==> config.mk <==
export PLATFORM = sky130hd
export DESIGN_NAME = fourbit_ripple
export DESIGN_NICKNAME = d
export VERILOG_FILES = /design/src/rtl/fourbit_ripple_pkg.sv /design/src/rtl/fourbit_ripple_full_adder.sv /design/src/rtl/fourbit_ripple.sv
export SDC_FILE = /design/constraint.sdc
export NUM_CORES = 1
export LEC_CHECK = 0
export ABC_AREA = 1
export CAP_MARGIN = 20
export CORE_AREA = 2 2 39 41
export CTS_BUF_LIST = sky130_fd_sc_hd__clkbuf_4 sky130_fd_sc_hd__clkbuf_8
export CTS_CLUSTER_DIAMETER = 50
export DETAILED_ROUTE_END_ITERATION = 6
export DIE_AREA = 0 0 41 43
export GPL_ROUTABILITY_DRIVEN = 0
export GPL_TIMING_DRIVEN = 0
export SLEW_MARGIN = 10
export SYNTH_ARGS = -nofsm -noshare
export SYNTH_HDL_FRONTEND = slang
export SYNTH_SLANG_ARGS = --single-unit
export TNS_END_PERCENT = 10
==> constraint.sdc <==
create_clock -name clk -period 10.05 [get_ports clk]
set_clock_uncertainty 0.1 [all_clocks]
set_input_delay 2.01 -clock clk [delete_from_list [all_inputs] [get_ports clk]]
set_output_delay 2.01 -clock clk [all_outputs]
set_load 0.1 [all_outputs]
Figure 1. Met3 routing (run 1).
Scale: 8 px per µm.
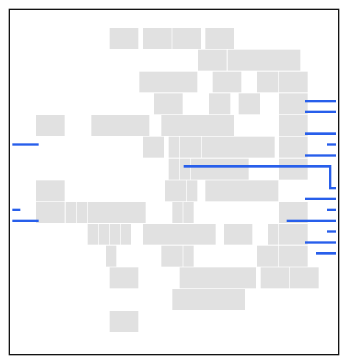
share of all routed wire: 9.5%
main direction: horizontal
wire length on this layer: 60.0 µm
longest straight run: 18.2 µm
Vias: 263
final wirelength: 631 µm

Figure 2. Pin map (run 1).
Scale: 8 px per µm. Pins as bars across the die edge, other pins in grey.
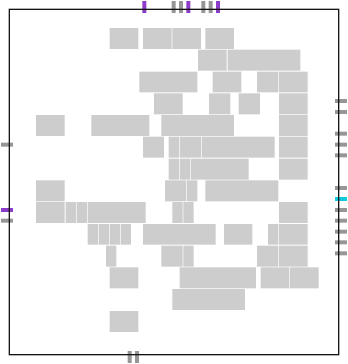
| port | colour | pins | direction | edge |
|---|---|---|---|---|
| `Zero_r` | cyan | 1 | output | right |
| `Y` | purple | 4 | input | 3 top, 1 left |
IO Port Bufs: 23
chip height: 43 µm
chip width: 41 µm

Figure 3. Congestion heat map (run 1).
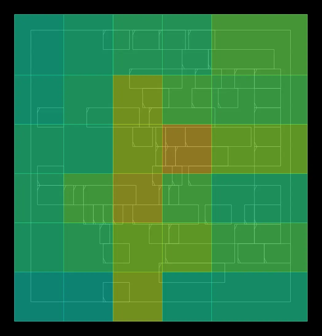
met3 Usage GRT: 3.14%
DR WL/cell: 8.64 µm

Figure 4. Wiring by layer (run 1).
Scale: 12 px per µm. Two of the layers only.
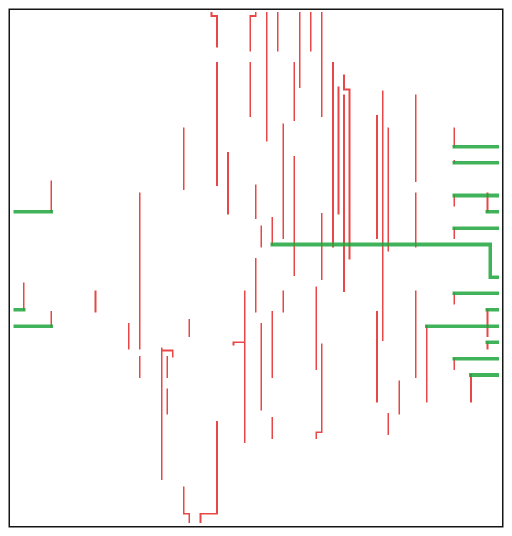
| layer | colour | wire length |
|---|---|---|
| met3 | green | 60.0 µm |
| met2 | red | 351 µm |
GRT Overall Usage: 8.76%

==> impl_metrics.json, run 1 <==
{
  "setup_viol": 0,
  "clkSinkCount": 7,
  "top_usage_layer": "met2",
  "comb_cells": 10,
  "cts_resized": 0,
  "largest_class": "buffers",
  "relSlewSlack_pct": 34.8,
  "rsz0062_at_grt": "no",
  "hpwl_um": 591,
  "p_int_mw": 0.0741,
  "mux_share_pct": 0,
  "fill_cells": 150,
  "n_all_inverters": 9,
  "syn2layout_area_growth_pct": 81.8,
  "grt_pass1_wl_um": 1040,
  "floorplan.nets": 45,
  "synthCells": 30,
  "grtUsageMet1_pct": 9.09,
  "logic_area_um2": 103,
  "switching_share_pct": 52.6,
  "crit_arrival_ns": 5.51,
  "pwr-share-comb_pct": 61.0,
  "cts_buffers": 3,
  "drc": 0,
  "met1_length_um": 220,
  "synth_area_leader_cell": "dfrtp_1",
  "sh_comb_area_pct": 16.5,
  "ys_area_um2": 343,
  "finalHoldViolations": 0,
  "ant_nets": 0,
  "die_area_um2": 1760,
  "layout_top_cell": "clkdlybuf4s50_1",
  "final_area_um2": 623,
  "ys_sh_xor_pct": 0,
  "cts_root_buf": "clkbuf_4",
  "flops": 7,
  "clockBufferDepth": 2,
  "buffers": 27,
  "grt_pass1_vias": 267,
  "place_area_um2": 593,
  "yosysCellCount": 30,
  "num_rows": 14,
  "status": "complete, no violations",
  "fmax_mhz": 131,
  "ys_warn_count": 0,
  "yosys-top-cells-area": "dfrtp_1 44%, fa_1 23%, buf_4 8.8%"
}
run 1: power groups by stage:
stage | registers, mW | clock network, mW | logic [mW]
floorplan | 0.0661 | 0 | 0.0417
global placement | 0.0342 | 0 | 0.0956
detailed placement | 0.0343 | 0 | 0.0962
CTS | 0.0339 | 0.0278 | 0.0963
global route | 0.0342 | 0.0306 | 0.0995
finish | 0.0338 | 0.0272 | 0.0955
run 1: Yosys cell counts:
cell type / count
nand2_1: 5
nor2_1: 1
fa_1: 4
dfrtp_1: 6
dfstp_2: 1
inv_2: 1
inv_1: 8
buf_4: 4
run 1: stage by stage:
step,hold slack [ns],std cells
after floorplan,1.71,30
after global placement,2.16,69
after detailed placement,2.15,69
after CTS,1.90,73
after global routing,1.92,73
final,1.90,73
==> run 1 -> run 2 <==
==> constraint.sdc (replaced) <==
create_clock -name clk -period 7.77 [get_ports clk]
set_clock_uncertainty 0.1 [all_clocks]
set_input_delay 1.554 -clock clk [delete_from_list [all_inputs] [get_ports clk]]
set_output_delay 1.554 -clock clk [all_outputs]
set_load 0.1 [all_outputs]
Figure 5. Pin map (run 2).
Scale: 8 px per µm. Pins as bars across the die edge, other pins in grey.
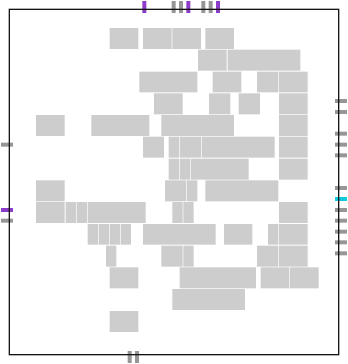
| port | colour | pins | direction | edge |
|---|---|---|---|---|
| `Y` | purple | 4 | input | 3 top, 1 left |
| `Zero_r` | cyan | 1 | output | right |
all pins by edge: 12 right, 7 top, 3 left, 2 bottom

==> run 2 against run 1 <==
  * Total power rose by 29%
  * Non-clock buffer count is the same
  * First-iteration DRC count is the same
  * Cell area stayed put
  * Clock power grew 29%
  * Sequential cell count is the same
  * Sequential share of layout area unchanged
  * Worst setup slack worse by 1.4 ns
  * Sequential power grew 29%
  * Global-route usage is the same
  * Critical path type unchanged
  * Largest cell class unchanged
==> impl_metrics.json, run 2 <==
{
  "status": "complete, no violations",
  "comb_cells": 10,
  "yosys-top-cells-area": "dfrtp_1 44%, fa_1 23%, buf_4 8.8%",
  "place_area_um2": 593,
  "async_flop_share_pct": 100,
  "layout_top_cell": "clkdlybuf4s50_1",
  "fmax_mhz": 149,
  "cts_root_buf": "clkbuf_4",
  "cts_resized": 0,
  "cts_buffers": 3,
  "largest_class": "buffers",
  "via_count": 263,
  "buffers": 27,
  "yosysCellCount": 30,
  "edf_count": 0,
  "io_buffer_count": 23,
  "rsz0062_at_grt": "no",
  "hpwl_um": 591,
  "setup_viol": 0,
  "sh_comb_area_pct": 16.5,
  "ys_warn_count": 0,
  "ys_area_um2": 343,
  "die_area_um2": 1760,
  "floorplan.nets": 45,
  "logic_area_um2": 103,
  "fill_cells": 150,
  "relSlewSlack_pct": 34.8,
  "clkSinkCount": 7,
  "synth_top_cell_by_count": "inv_1",
  "met1_length_um": 220,
  "grtUsageTotal_pct": 8.76,
  "fin_hold_ws_ns": 1.44,
  "ant_nets": 0,
  "common_cells": "8 x inv_1, 6 x dfrtp_1, 5 x nand2_1, 4 x buf_4, 4 x fa_1",
  "num_rows": 14,
  "grt_pass1_wl_um": 1040,
  "finalHoldViolations": 0
}
Figure 6. Congestion heat map (run 2).
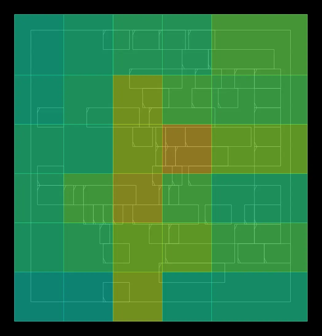
met1 Resource Use GR: 9.09%
Top Usage Layer GRT: met2

## run 2: cell counts in the layout (fill, tap and decap cells not counted)
Identical to the previous run, type by type.
## run 2: critical path: cells and delay by family
kind	cells	cell delay (ns)
buffers and inverters	5	1.83
adder cells (fa/ha/maj)	4	1.67
## run 2: logic make-up (layout without fill, tap and decap cells)
kind of cell               count (synthesis)  after routing  share of synthesized area (%)
buffers and inverters                     13             40                           18.6
DFF                                        7              7                           51.5
adders and majority gates                  4              4                           23.4
and+or+nand+nor                            6              6                           6.57
## run 2: where the power goes
group	switching (mW)	total, mW	leakage, nW	internal [mW]
Sequential	0.00139	0.0437	0.0806	0.0423
Clock	0.0121	0.0351	0.0184	0.0230
Combinational	0.0929	0.123	0.199	0.0305
Total	0.106	0.202	0.298	0.0958
Power and IR drop assume default switching activity.
